Figure 1. Signal wires by layer (run 1).
Two of the layers only.
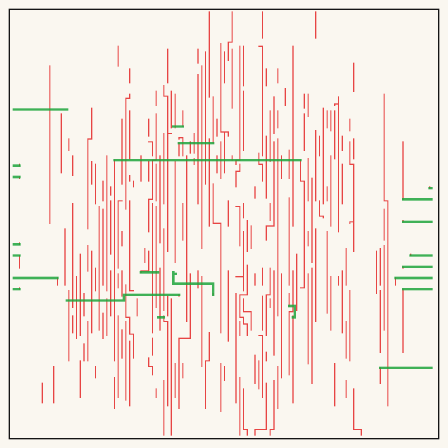
Figure 2. Layout detail (run 1).
Bar = 10 µm. Region (11, 11) to (41, 41) µm. Cells in gray, sequential cells in the stronger gray; small squares are vias.
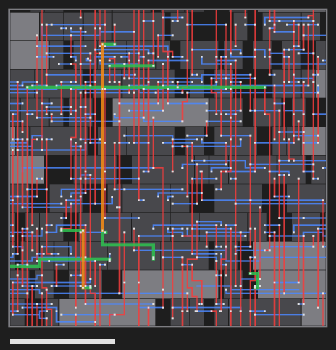
Figure 3. Nets reached from selected ports (run 1).
Bar = 20 µm.
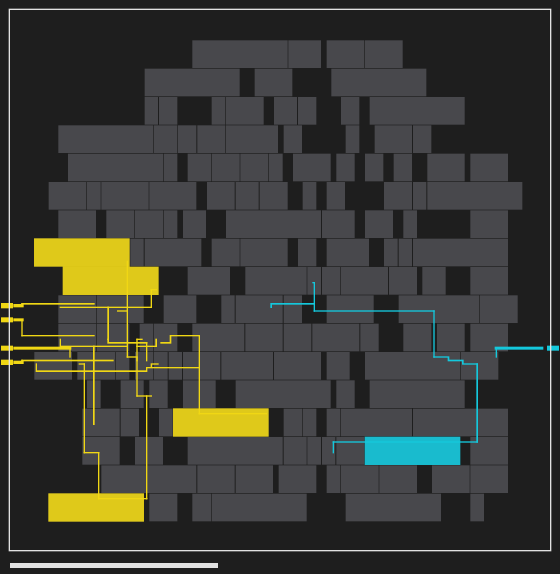
### src/rtl/cntl_timeout_timer_if.sv
// Control/status bundle for cntl_timeout_timer.
// master: the controller that arms and steers the timer; slave: the timer.
`timescale 1ns/1ps
interface cntl_timeout_timer_if #(
  parameter int unsigned CNT_W = 12,
  parameter int unsigned PRE_W = 4,
  parameter int unsigned EXP_W = 4
);
  logic             en;
  logic             mode;
  logic             pause;
  logic             restart;
  logic [PRE_W-1:0] prescale;
  logic             flag;
  logic             expired;
  logic [EXP_W-1:0] exp_cnt;
  logic [CNT_W-1:0] count;
  logic             mode_q;
  logic             busy;

  modport master (
    output en, mode, pause, restart, prescale,
    input  flag, expired, exp_cnt, count, mode_q, busy
  );

  modport slave (
    input  en, mode, pause, restart, prescale,
    output flag, expired, exp_cnt, count, mode_q, busy
  );
endinterface

### src/rtl/cntl_timeout_timer.sv
// Two-mode timeout timer for the CNTL sideband / link-training FSMs.
// Arms on en, latches mode per arming, pulses flag every LIM+1 ticks and reloads.
// Optional feature macro: CNTL_TIMER_PRESCALE_EN (tick every prescale+1 clocks).
`timescale 1ns/1ps
module cntl_timeout_timer #(
  parameter int unsigned CNT_W     = 12,
  parameter int unsigned SHORT_LIM = 90,
  parameter int unsigned LONG_LIM  = 150,
  parameter int unsigned PRE_W     = 4,
  parameter int unsigned EXP_W     = 4
) (
  input  logic                  clk,
  input  logic                  rst,
  cntl_timeout_timer_if.slave   bus
);

  typedef enum logic [1:0] {
    S_IDLE   = 2'd0,
    S_RUN    = 2'd1,
    S_PAUSED = 2'd2
  } state_t;

  state_t           state_q, state_d;
  logic [CNT_W-1:0] count_q, count_d;
  logic [EXP_W-1:0] exp_cnt_q, exp_cnt_d;
  logic             mode_q_q, mode_q_d;
  logic             flag_q, flag_d;
  logic             expired_q, expired_d;
  logic             busy_q, busy_d;
  logic [PRE_W-1:0] pre_q, pre_d;
  logic             tick_c;
  logic [CNT_W-1:0] lim_c;

  // Terminal count selected by the latched mode.
  assign lim_c = mode_q_q ? CNT_W'(LONG_LIM) : CNT_W'(SHORT_LIM);

`ifdef CNTL_TIMER_PRESCALE_EN
  // Tick when the prescaler reaches the terminal value; >= tolerates a prescale lowered mid-run.
  assign tick_c = (pre_q >= bus.prescale);
`else
  // No prescaler: every running clock is a tick; prescale input is intentionally unused.
  logic unused_prescale;
  assign unused_prescale = ^bus.prescale;
  assign tick_c          = 1'b1;
`endif

  // State and datapath registers.
  always_ff @(posedge clk or negedge rst) begin
    if (!rst) begin
      state_q   <= S_IDLE;
      count_q   <= '0;
      exp_cnt_q <= '0;
      mode_q_q  <= 1'b0;
      flag_q    <= 1'b0;
      expired_q <= 1'b0;
      busy_q    <= 1'b0;
      pre_q     <= '0;
    end else begin
      state_q   <= state_d;
      count_q   <= count_d;
      exp_cnt_q <= exp_cnt_d;
      mode_q_q  <= mode_q_d;
      flag_q    <= flag_d;
      expired_q <= expired_d;
      busy_q    <= busy_d;
      pre_q     <= pre_d;
    end
  end

  // Next-state: en low always returns to IDLE; pause level chooses RUN/PAUSED once armed.
  always_comb begin
    state_d = state_q;
    if (!bus.en) begin
      state_d = S_IDLE;
    end else begin
      case (state_q)
        S_IDLE:           state_d = S_RUN;
        S_RUN, S_PAUSED:  state_d = bus.pause ? S_PAUSED : S_RUN;
        default:          state_d = S_IDLE;
      endcase
    end
  end

  // Datapath/output next values; priority en=0 > arm > restart > pause > tick.
  always_comb begin
    count_d   = count_q;
    exp_cnt_d = exp_cnt_q;
    mode_q_d  = mode_q_q;
    flag_d    = 1'b0;
    expired_d = expired_q;
    pre_d     = pre_q;
    busy_d    = (state_d != S_IDLE);
    if (!bus.en) begin
      count_d   = '0;
      exp_cnt_d = '0;
      mode_q_d  = 1'b0;
      expired_d = 1'b0;
      pre_d     = '0;
    end else if (state_q == S_IDLE || bus.restart) begin
      // Arm edge or restart: zero everything and re-latch mode.
      count_d   = '0;
      exp_cnt_d = '0;
      mode_q_d  = bus.mode;
      expired_d = 1'b0;
      pre_d     = '0;
    end else if (!bus.pause) begin
`ifdef CNTL_TIMER_PRESCALE_EN
      pre_d = tick_c ? '0 : pre_q + PRE_W'(1);
`endif
      if (tick_c) begin
        if (count_q >= lim_c) begin
          flag_d    = 1'b1;
          count_d   = '0;
          expired_d = 1'b1;
          if (exp_cnt_q != {EXP_W{1'b1}}) begin
            exp_cnt_d = exp_cnt_q + EXP_W'(1);
          end
        end else begin
          count_d = count_q + CNT_W'(1);
        end
      end
    end
  end

  assign bus.flag    = flag_q;
  assign bus.expired = expired_q;
  assign bus.exp_cnt = exp_cnt_q;
  assign bus.count   = count_q;
  assign bus.mode_q  = mode_q_q;
  assign bus.busy    = busy_q;

endmodule

### src/flat_wrapper.sv
// flat-port wrapper written by rule: the top's interface ports become plain ports
module cntl_timeout_timer_flat 
#(
  parameter int unsigned CNT_W     = 12,
  parameter int unsigned SHORT_LIM = 90,
  parameter int unsigned LONG_LIM  = 150,
  parameter int unsigned PRE_W     = 4,
  parameter int unsigned EXP_W     = 4
)
  (clk, rst, bus_en, bus_mode, bus_pause, bus_restart, bus_prescale, bus_flag, bus_expired, bus_exp_cnt, bus_count, bus_mode_q, bus_busy);
  cntl_timeout_timer_if #(.CNT_W(CNT_W), .PRE_W(PRE_W), .EXP_W(EXP_W)) bus_i ();
  input  logic clk;
  input  logic rst;
  input wire logic [$bits(bus_i.en)-1:0] bus_en;
  input wire logic [$bits(bus_i.mode)-1:0] bus_mode;
  input wire logic [$bits(bus_i.pause)-1:0] bus_pause;
  input wire logic [$bits(bus_i.restart)-1:0] bus_restart;
  input wire logic [$bits(bus_i.prescale)-1:0] bus_prescale;
  output wire logic [$bits(bus_i.flag)-1:0] bus_flag;
  output wire logic [$bits(bus_i.expired)-1:0] bus_expired;
  output wire logic [$bits(bus_i.exp_cnt)-1:0] bus_exp_cnt;
  output wire logic [$bits(bus_i.count)-1:0] bus_count;
  output wire logic [$bits(bus_i.mode_q)-1:0] bus_mode_q;
  output wire logic [$bits(bus_i.busy)-1:0] bus_busy;
  assign bus_i.en = bus_en;
  assign bus_i.mode = bus_mode;
  assign bus_i.pause = bus_pause;
  assign bus_i.restart = bus_restart;
  assign bus_i.prescale = bus_prescale;
  assign bus_flag = bus_i.flag;
  assign bus_expired = bus_i.expired;
  assign bus_exp_cnt = bus_i.exp_cnt;
  assign bus_count = bus_i.count;
  assign bus_mode_q = bus_i.mode_q;
  assign bus_busy = bus_i.busy;
  cntl_timeout_timer #(.CNT_W(CNT_W), .SHORT_LIM(SHORT_LIM), .LONG_LIM(LONG_LIM), .PRE_W(PRE_W), .EXP_W(EXP_W)) u_core (.clk(clk), .rst(rst), .bus(bus_i));
endmodule
### config.mk
export PLATFORM = sky130hd
export DESIGN_NAME = cntl_timeout_timer_flat
export DESIGN_NICKNAME = d
export VERILOG_FILES = /design/src/rtl/cntl_timeout_timer_if.sv /design/src/rtl/cntl_timeout_timer.sv /design/src/flat_wrapper.sv
export SDC_FILE = /design/constraint.sdc
export NUM_CORES = 1
export LEC_CHECK = 0
export ABC_CLOCK_PERIOD_IN_PS = 5300
export CAP_MARGIN = 20
export CORE_MARGIN = 2
export CORE_UTILIZATION = 55
export CTS_BUF_LIST = sky130_fd_sc_hd__clkbuf_8
export CTS_CLUSTER_SIZE = 25
export DETAILED_ROUTE_END_ITERATION = 10
export PLACE_DENSITY = 0.9
export RECOVER_POWER = 25
export SKIP_LAST_GASP = 1
export SYNTH_ARGS = -nofsm -noshare
export SYNTH_HDL_FRONTEND = slang
export SYNTH_SLANG_ARGS = --single-unit
export TNS_END_PERCENT = 5
### constraint.sdc
create_clock -name clk -period 5.3 [get_ports clk]
set_input_delay 1.06 -clock clk [delete_from_list [all_inputs] [get_ports clk]]
set_output_delay 1.06 -clock clk [all_outputs]
set_load 0.02 [all_outputs]
==> Slide: Implementation Results, run 1 <==
Physical Implementation Snapshot

Floorplanning
  • Initial Utilization: 57.5%
  • Die Wd: 51.8 µm
  • Die Size: 2690 µm²
  • Tapcell count: 28
  • Num rows: 17

Yosys
  • Dominant cell type by area after synthesis: dfrtp_1
  • Flip-flops with a built-in enable: 0
  • Yosys cell count: 123
  • Synth cell types: 41
  • Adder-Cell Fraction of Synth Area: 8.95%
  • Top cells by area: dfrtp_1 (44%), ha_1 (8.9%), nor2_1 (3.9%), a21oi_1 (2.8%), nand3_1 (2.4%)
  • Syn_nets: 142
  • Dominant comb cell: simple AND/OR/NAND/NOR gates
  • Top area contributor share: 43.7%
  • Mapped cell area: 1260 µm²
  • Top FF cell, synth: dfrtp_1
  • Yosys warning count: 0
  • Syn avg cell area: 10.2 µm²

STA
  • Final Hold Slack: 0.510 ns
  • Setup violations, final: 0
  • TNS Setup: 0 ns
  • Fin crit share: 50.1%
  • Fmax: 377 MHz
  • Slew Limit Fails: 0

Final layout
  • Comb area share: 42.6%
  • Largest area class, layout: logic gates
  • Proportion of layout cells with a drive suffix above 1: 12.7%
  • Top cells excl fill/tap: clkdlybuf4s50_1 (24), dfrtp_1 (22), nor2_1 (13), ha_1 (9)
  • Post-route core utilization: 72.1%
  • Count of multi-input gates: 92
  • Clock Network Area Fraction: 2.61%
  • Non-clock buffers: 26
  • Most used logic cell in the final layout: clkdlybuf4s50_1
  • Post-Layout Cell Count: 178
  • Inverters: 7
  • Gate Area: 672 µm²

Routing
  • Starting DRT DRC Count: 14
  • WL met2: 1410 µm
  • DR WL met3: 97 µm
  • Final WL: 2750 µm

Worst setup path
  • CP max stage cell: clkdlybuf4s50_1
  • Critical Path Sink: u_core.bus.busy$_DFF_PN0_
  • Start of the worst register-to-register path: u_core.bus.mode_q$_DFFE_PN0N_
  • Crit Reg-Reg Endpoint: u_core.bus.exp_cnt[2]$_DFFE_PN0P_
  • CP startpoint: bus_pause

Clock tree
  • Post-CTS Resized: 0
  • CTS tree: yes
  • Clock buffer count from CTS: 3
  • Root buf cell: clkbuf_8

Placed design
  • Placed Cells: 174
  • IO buf count: 25
  • GP Congestion: 0.850

Global routing
  • Antenna violations before repair: 0
  • GRT Util Overall: 22.9%
  • Largest net degree at the start of global routing: 23

Run status
  • Result of the run: completed

Pwr
  • Tot Pwr: 0.000316 W
  • Seq power: 0.000174 W
  • Comb power: 0.0000410 W
  • Clk network pwr share: 32.0%

Min path
  • Worst hold path type: flop to flop
  • Hold Path End: u_core.bus.expired$_DFFE_PN0P_

Job
  • Log Warnings: 32
Back to the opening pictures, Figure 1:
metal 2 -> red  # wire length 1410 µm
metal 3 -> green  # wire length 97.2 µm

Back to the opening pictures, Figure 2:
metal 4 -> orange
metal 3 -> green
metal 1 -> blue
metal 2 -> red
most frequent = nor2_1 (8), ha_1 (8), inv_1 (7)
netlist names of flops here include = `u_core.bus.count` (3)
sequential cells in the window = 5
cells with their middle in the window = 82

Back to the opening pictures, Figure 3:
`bus_mode_q` -> cyan  # bits 1, direction output, edge right, end cells 1, buffers 1, wire 55.6 µm
`bus_exp_cnt` -> yellow  # bits 4, direction output, edge left, end cells 4, buffers 4, wire 153 µm

==> run 2: changes to the inputs <==
--- a/config.mk
+++ b/config.mk
@@ -5,14 +5,14 @@
 export SDC_FILE = /design/constraint.sdc
 export NUM_CORES = 1
 export LEC_CHECK = 0
-export ABC_CLOCK_PERIOD_IN_PS = 5300
+export ABC_CLOCK_PERIOD_IN_PS = 2200
 export CAP_MARGIN = 20
 export CORE_MARGIN = 2
-export CORE_UTILIZATION = 55
+export CORE_UTILIZATION = 46
 export CTS_BUF_LIST = sky130_fd_sc_hd__clkbuf_8
 export CTS_CLUSTER_SIZE = 25
 export DETAILED_ROUTE_END_ITERATION = 10
-export PLACE_DENSITY = 0.9
+export PLACE_DENSITY = 0.81
 export RECOVER_POWER = 25
 export SKIP_LAST_GASP = 1
 export SYNTH_ARGS = -nofsm -noshare
==> constraint.sdc (replaced) <==
create_clock -name clk -period 2.2 [get_ports clk]
set_input_delay 0.44 -clock clk [delete_from_list [all_inputs] [get_ports clk]]
set_output_delay 0.44 -clock clk [all_outputs]
set_load 0.02 [all_outputs]
Figure 4. Nets reached from selected ports (run 2).
Bar = 20 µm.
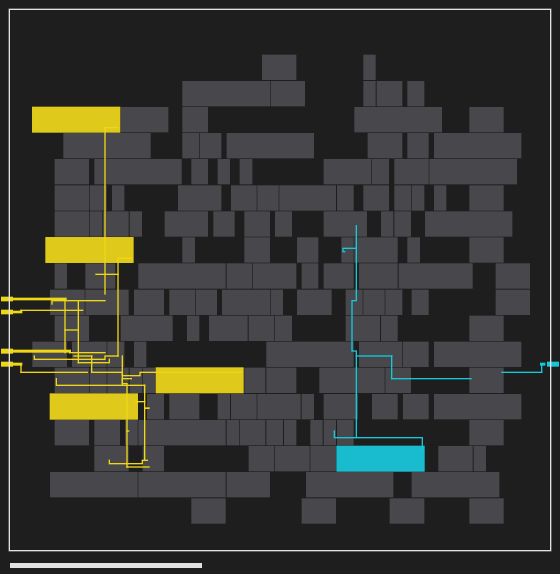
IO buf count: 25
I/O Pins: 30

Figure 5. Signal wires on met1 (run 2).
Supply wires on this layer in gray.
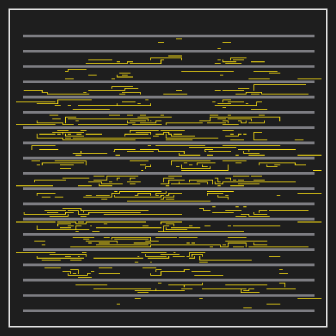
share of all routed wire = 46%
nets with wire on the layer = 155
vias post-DR: 1049
final WL: 2770 µm
met1 Track Usage GR: 23.5%

==> run 2 against run 1 <==
Cell area grew 1.1%. Critical path type is now flop to flop. Synthesized cell count is the same. Sequential share of layout area shrank 0.38 points.
==> Slide: Implementation Results, run 2 <==
Physical Implementation Snapshot

Run status
  • Result of the run: completed

Floorplanning
  • Num rows: 18 (+1)
  • Tapcell count: 30 (+7.1%)
  • Core area: 2540 µm²
  • Initial Utilization: 49.5% (-8.0 points)
  • Die Wd: 56.3 µm (+8.6%)
  • Die Size: 3170 µm² (+18%)

Routing
  • Highest Signal Layer: met4
  • WL met2: 1360 µm (-3.4%)
  • Starting DRT DRC Count: 24 (+10)
  • DR WL met3: 95 µm (-2.1%)

STA
  • Fin crit share: 89.9%
  • Slew Limit Fails: 0 (unchanged)
  • TNS Setup: 0 ns (unchanged)
  • Final hold viol count: 0
  • Worst Slack Setup Final: 0.223 ns
  • Fmax: 506 MHz
  • Setup violations, final: 0 (unchanged)
  • Final Hold Slack: 0.511 ns (+0.00112 ns)

Final layout
  • Post-Layout Cell Count: 182 (+2.2%)
  • Register area: 551 µm²
  • Count of multi-input gates: 92 (unchanged)
  • Gate Area: 672 µm² (unchanged)
  • Post-route core utilization: 62.7% (-9.3 points)
  • Comb area share: 42.1% (-0.47 points)
  • Proportion of layout cells with a drive suffix above 1: 13.8% (+1.1 points)
  • Top cells excl fill/tap: clkdlybuf4s50_1 (24), dfrtp_1 (22), nor2_1 (13), ha_1 (9)
  • Clock Network Area Fraction: 2.59% (-0.029 points)
  • Inverters: 7 (unchanged)
  • Non-clock buffers: 28 (+7.7%)
  • Most used logic cell in the final layout: clkdlybuf4s50_1
  • Largest area class, layout: logic gates

Min path
  • Hold Path End: u_core.bus.expired$_DFFE_PN0P_
  • Worst hold path type: flop to flop

Pwr
  • Max VDD drop: 580 µV
  • P per Cell Area: 478 nW/µm²
  • Clk pwr: 0.000247 W
  • Comb power: 0.0000980 W (+140%)
  • Clk network pwr share: 32.3% (+0.3 points)
  • Tot Pwr: 0.000764 W (+140%)
  • Sequential Power Share: 54.9%
  • Seq power: 0.000419 W (+140%)

Clock tree
  • Post-CTS Resized: 0 (unchanged)
  • Root buf cell: clkbuf_8
  • Clock buffer count from CTS: 3 (unchanged)
  • CTS tree: yes
  • Clk buf depth: 2
  • H-Tree Depth: 1
  • Clk ins delay skew pair: 0.26 ns

Yosys
  • Gate Count Post-Synth: 123
  • Dominant comb cell: simple AND/OR/NAND/NOR gates
  • Post-synth seq share: 43.7%
  • Synth mux share: 1.59%
  • Top FF cell, synth: dfrtp_1
  • Synthesized registers: 22
  • Yosys warning count: 0 (unchanged)
  • Syn avg cell area: 10.2 µm² (unchanged)
  • Count leader, synth: dfrtp_1
  • Flip-flops with a built-in enable: 0 (unchanged)
  • Top cells by area: dfrtp_1 (44%), ha_1 (8.9%), nor2_1 (3.9%), a21oi_1 (2.8%), nand3_1 (2.4%)
  • Synth cell types: 41 (unchanged)
  • Yosys cell count: 123 (unchanged)
  • Syn_nets: 142 (unchanged)
  • Top area contributor share: 43.7% (unchanged)
  • Adder-Cell Fraction of Synth Area: 8.95% (unchanged)
  • Dominant cell type by area after synthesis: dfrtp_1
  • Mapped cell area: 1260 µm² (unchanged)

Worst setup path
  • Crit Reg-Reg Endpoint: u_core.bus.exp_cnt[2]$_DFFE_PN0P_
  • Buf/Inv on CP: 1
  • CP startpoint: u_core.bus.mode_q$_DFFE_PN0N_
  • Critical Path Sink: u_core.bus.exp_cnt[2]$_DFFE_PN0P_
  • CP Launch Type: flop
  • CP max stage cell: dfrtp_1
  • Start of the worst register-to-register path: u_core.bus.mode_q$_DFFE_PN0N_
  • Type of the worst setup path: flop to flop
  • Worst Path Arrival: 2.15 ns

Global routing
  • GRT Util Overall: 19.1% (-3.9 points)
  • Antenna violations before repair: 0 (unchanged)
  • Largest net degree at the start of global routing: 23 (unchanged)
  • Global-route track usage on met3: 4.84%

Placed design
  • Placed Cells: 179 (+2.9%)
  • GP Congestion: 0.837 (-1.5%)

Job
  • Log Warnings: 32 (unchanged)
==> run 3: changes to the inputs <==
--- a/config.mk
+++ b/config.mk
@@ -14,6 +14,7 @@
 export DETAILED_ROUTE_END_ITERATION = 10
 export PLACE_DENSITY = 0.81
 export RECOVER_POWER = 25
+export SKIP_CTS_REPAIR_TIMING = 1
 export SKIP_LAST_GASP = 1
 export SYNTH_ARGS = -nofsm -noshare
 export SYNTH_HDL_FRONTEND = slang
Figure 6. Nets reached from selected ports (run 3).
Bar = 20 µm.
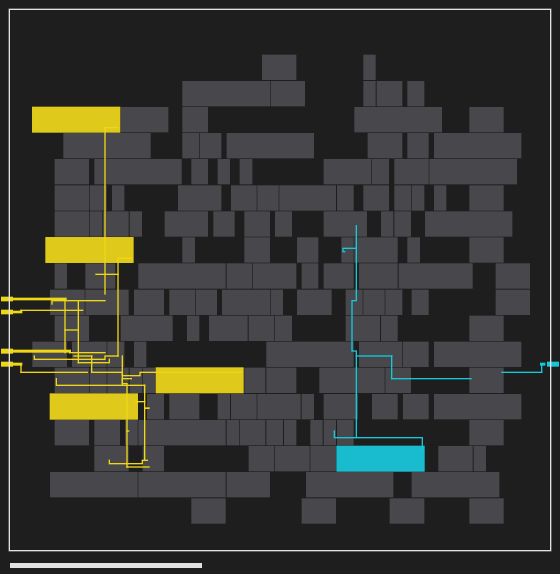
`bus_exp_cnt` -> yellow  # bits 4, direction output, edge left, end cells 4, buffers 4, wire 155 µm
`bus_mode_q` -> cyan  # bits 1, direction output, edge right, end cells 1, buffers 1, wire 55.7 µm

Figure 7. Signal wires by layer (run 3).
Two of the layers only.
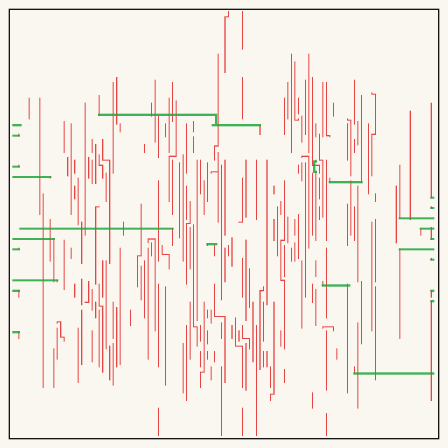
GRT Util Overall: 19.1%
WL/cell: 15.2 µm

==> run 3 against run 2 <==
Synthesized area unchanged. Sequential power is essentially flat. Maximum frequency is the same. Hold slack did not move. Highest routed layer unchanged.
==> Slide: Implementation Results, run 3 <==
Physical Implementation Snapshot

Floorplanning
  • Tapcell count: 30 (unchanged)
  • Num rows: 18 (unchanged)
  • Initial Utilization: 49.5% (unchanged)
  • Die Size: 3170 µm² (unchanged)
  • Core area: 2540 µm² (unchanged)
  • Die Wd: 56.3 µm (unchanged)

Yosys
  • Adder-Cell Fraction of Synth Area: 8.95% (unchanged)
  • Top cells by area: dfrtp_1 (44%), ha_1 (8.9%), nor2_1 (3.9%), a21oi_1 (2.8%), nand3_1 (2.4%)
  • Synthesized registers: 22 (unchanged)
  • Synth mux share: 1.59% (unchanged)
  • Syn_nets: 142 (unchanged)
  • Dominant cell type by area after synthesis: dfrtp_1
  • Top area contributor share: 43.7% (unchanged)
  • Count leader, synth: dfrtp_1
  • Mapped cell area: 1260 µm² (unchanged)
  • Yosys warning count: 0 (unchanged)
  • Yosys cell count: 123 (unchanged)
  • Gate Count Post-Synth: 123 (unchanged)
  • Post-synth seq share: 43.7% (unchanged)
  • Flip-flops with a built-in enable: 0 (unchanged)
  • Syn avg cell area: 10.2 µm² (unchanged)
  • Synth cell types: 41 (unchanged)

Global routing
  • Antenna violations before repair: 0 (unchanged)
  • Largest net degree at the start of global routing: 23 (unchanged)

Pwr
  • Tot Pwr: 0.000764 W (unchanged)
  • Sequential Power Share: 54.9% (about the same)
  • Seq power: 0.000419 W (about the same)
  • Max VDD drop: 580 µV (unchanged)
  • P per Cell Area: 478 nW/µm² (unchanged)
  • Clk pwr: 0.000247 W (about the same)
  • Comb power: 0.0000980 W (about the same)

Clock tree
  • CTS tree: yes
  • H-Tree Depth: 1 (unchanged)
  • Clock buffer count from CTS: 3 (unchanged)
  • Clk buf depth: 2 (unchanged)
  • Clk ins delay skew pair: 0.26 ns (about the same)
  • Root buf cell: clkbuf_8

Worst setup path
  • CP startpoint: u_core.bus.mode_q$_DFFE_PN0N_
  • CP Launch Type: flop
  • CP max stage cell: dfrtp_1
  • Buf/Inv on CP: 1 (unchanged)
  • Type of the worst setup path: flop to flop
  • Worst Path Arrival: 2.15 ns (about the same)
  • Critical Path Sink: u_core.bus.exp_cnt[2]$_DFFE_PN0P_
  • Crit Reg-Reg Endpoint: u_core.bus.exp_cnt[2]$_DFFE_PN0P_
  • Start of the worst register-to-register path: u_core.bus.mode_q$_DFFE_PN0N_

STA
  • Slew Limit Fails: 0 (unchanged)
  • Worst Slack Setup Final: 0.223 ns (unchanged)
  • Setup violations, final: 0 (unchanged)
  • Final Hold Slack: 0.511 ns (unchanged)
  • Fmax: 506 MHz (unchanged)
  • Fin crit share: 89.9% (unchanged)
  • Final hold viol count: 0 (unchanged)

Final layout
  • Proportion of layout cells with a drive suffix above 1: 13.8% (unchanged)
  • Register area: 551 µm² (unchanged)
  • Largest area class, layout: logic gates
  • Inverters: 7 (unchanged)
  • Post-Layout Cell Count: 182 (unchanged)
  • Post-route core utilization: 62.7% (unchanged)
  • Count of multi-input gates: 92 (unchanged)
  • Non-clock buffers: 28 (unchanged)

Placed design
  • GP Congestion: 0.837 (unchanged)
  • IO buf count: 25 (unchanged)
  • Placed Cells: 179 (unchanged)

Routing
  • WL met2: 1360 µm (unchanged)
  • Vias post-DR: 1049 (unchanged)
  • DR WL met3: 95 µm (unchanged)
  • Highest Signal Layer: met4
  • Starting DRT DRC Count: 24 (unchanged)
  • Final WL: 2770 µm (unchanged)

Run status
  • Result of the run: completed

Min path
  • Hold Path End: u_core.bus.expired$_DFFE_PN0P_
  • Worst hold path type: flop to flop

Job
  • Log Warnings: 32 (unchanged)

## Gallery

Clock routing.
picture 1
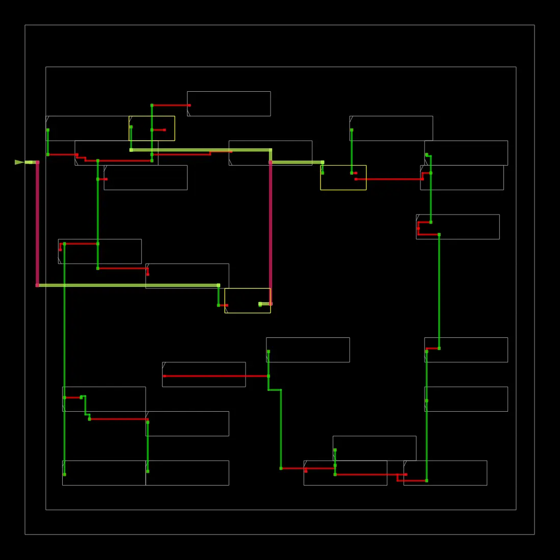
picture 2
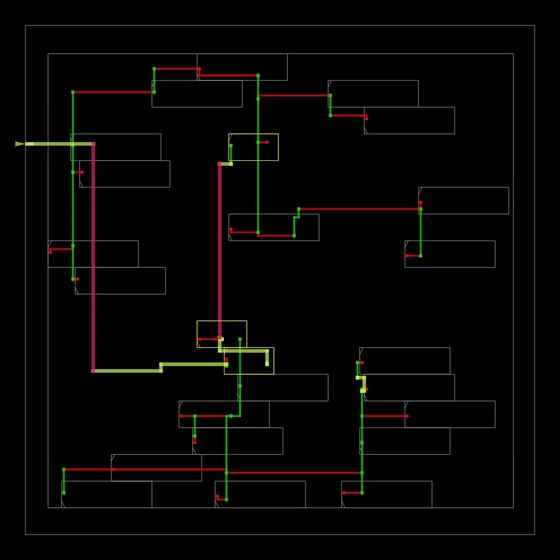
Picture 2 comes from run 1.
Picture 1 comes from run 3.

No activity file was given, so power comes from the tool's default toggle rates.
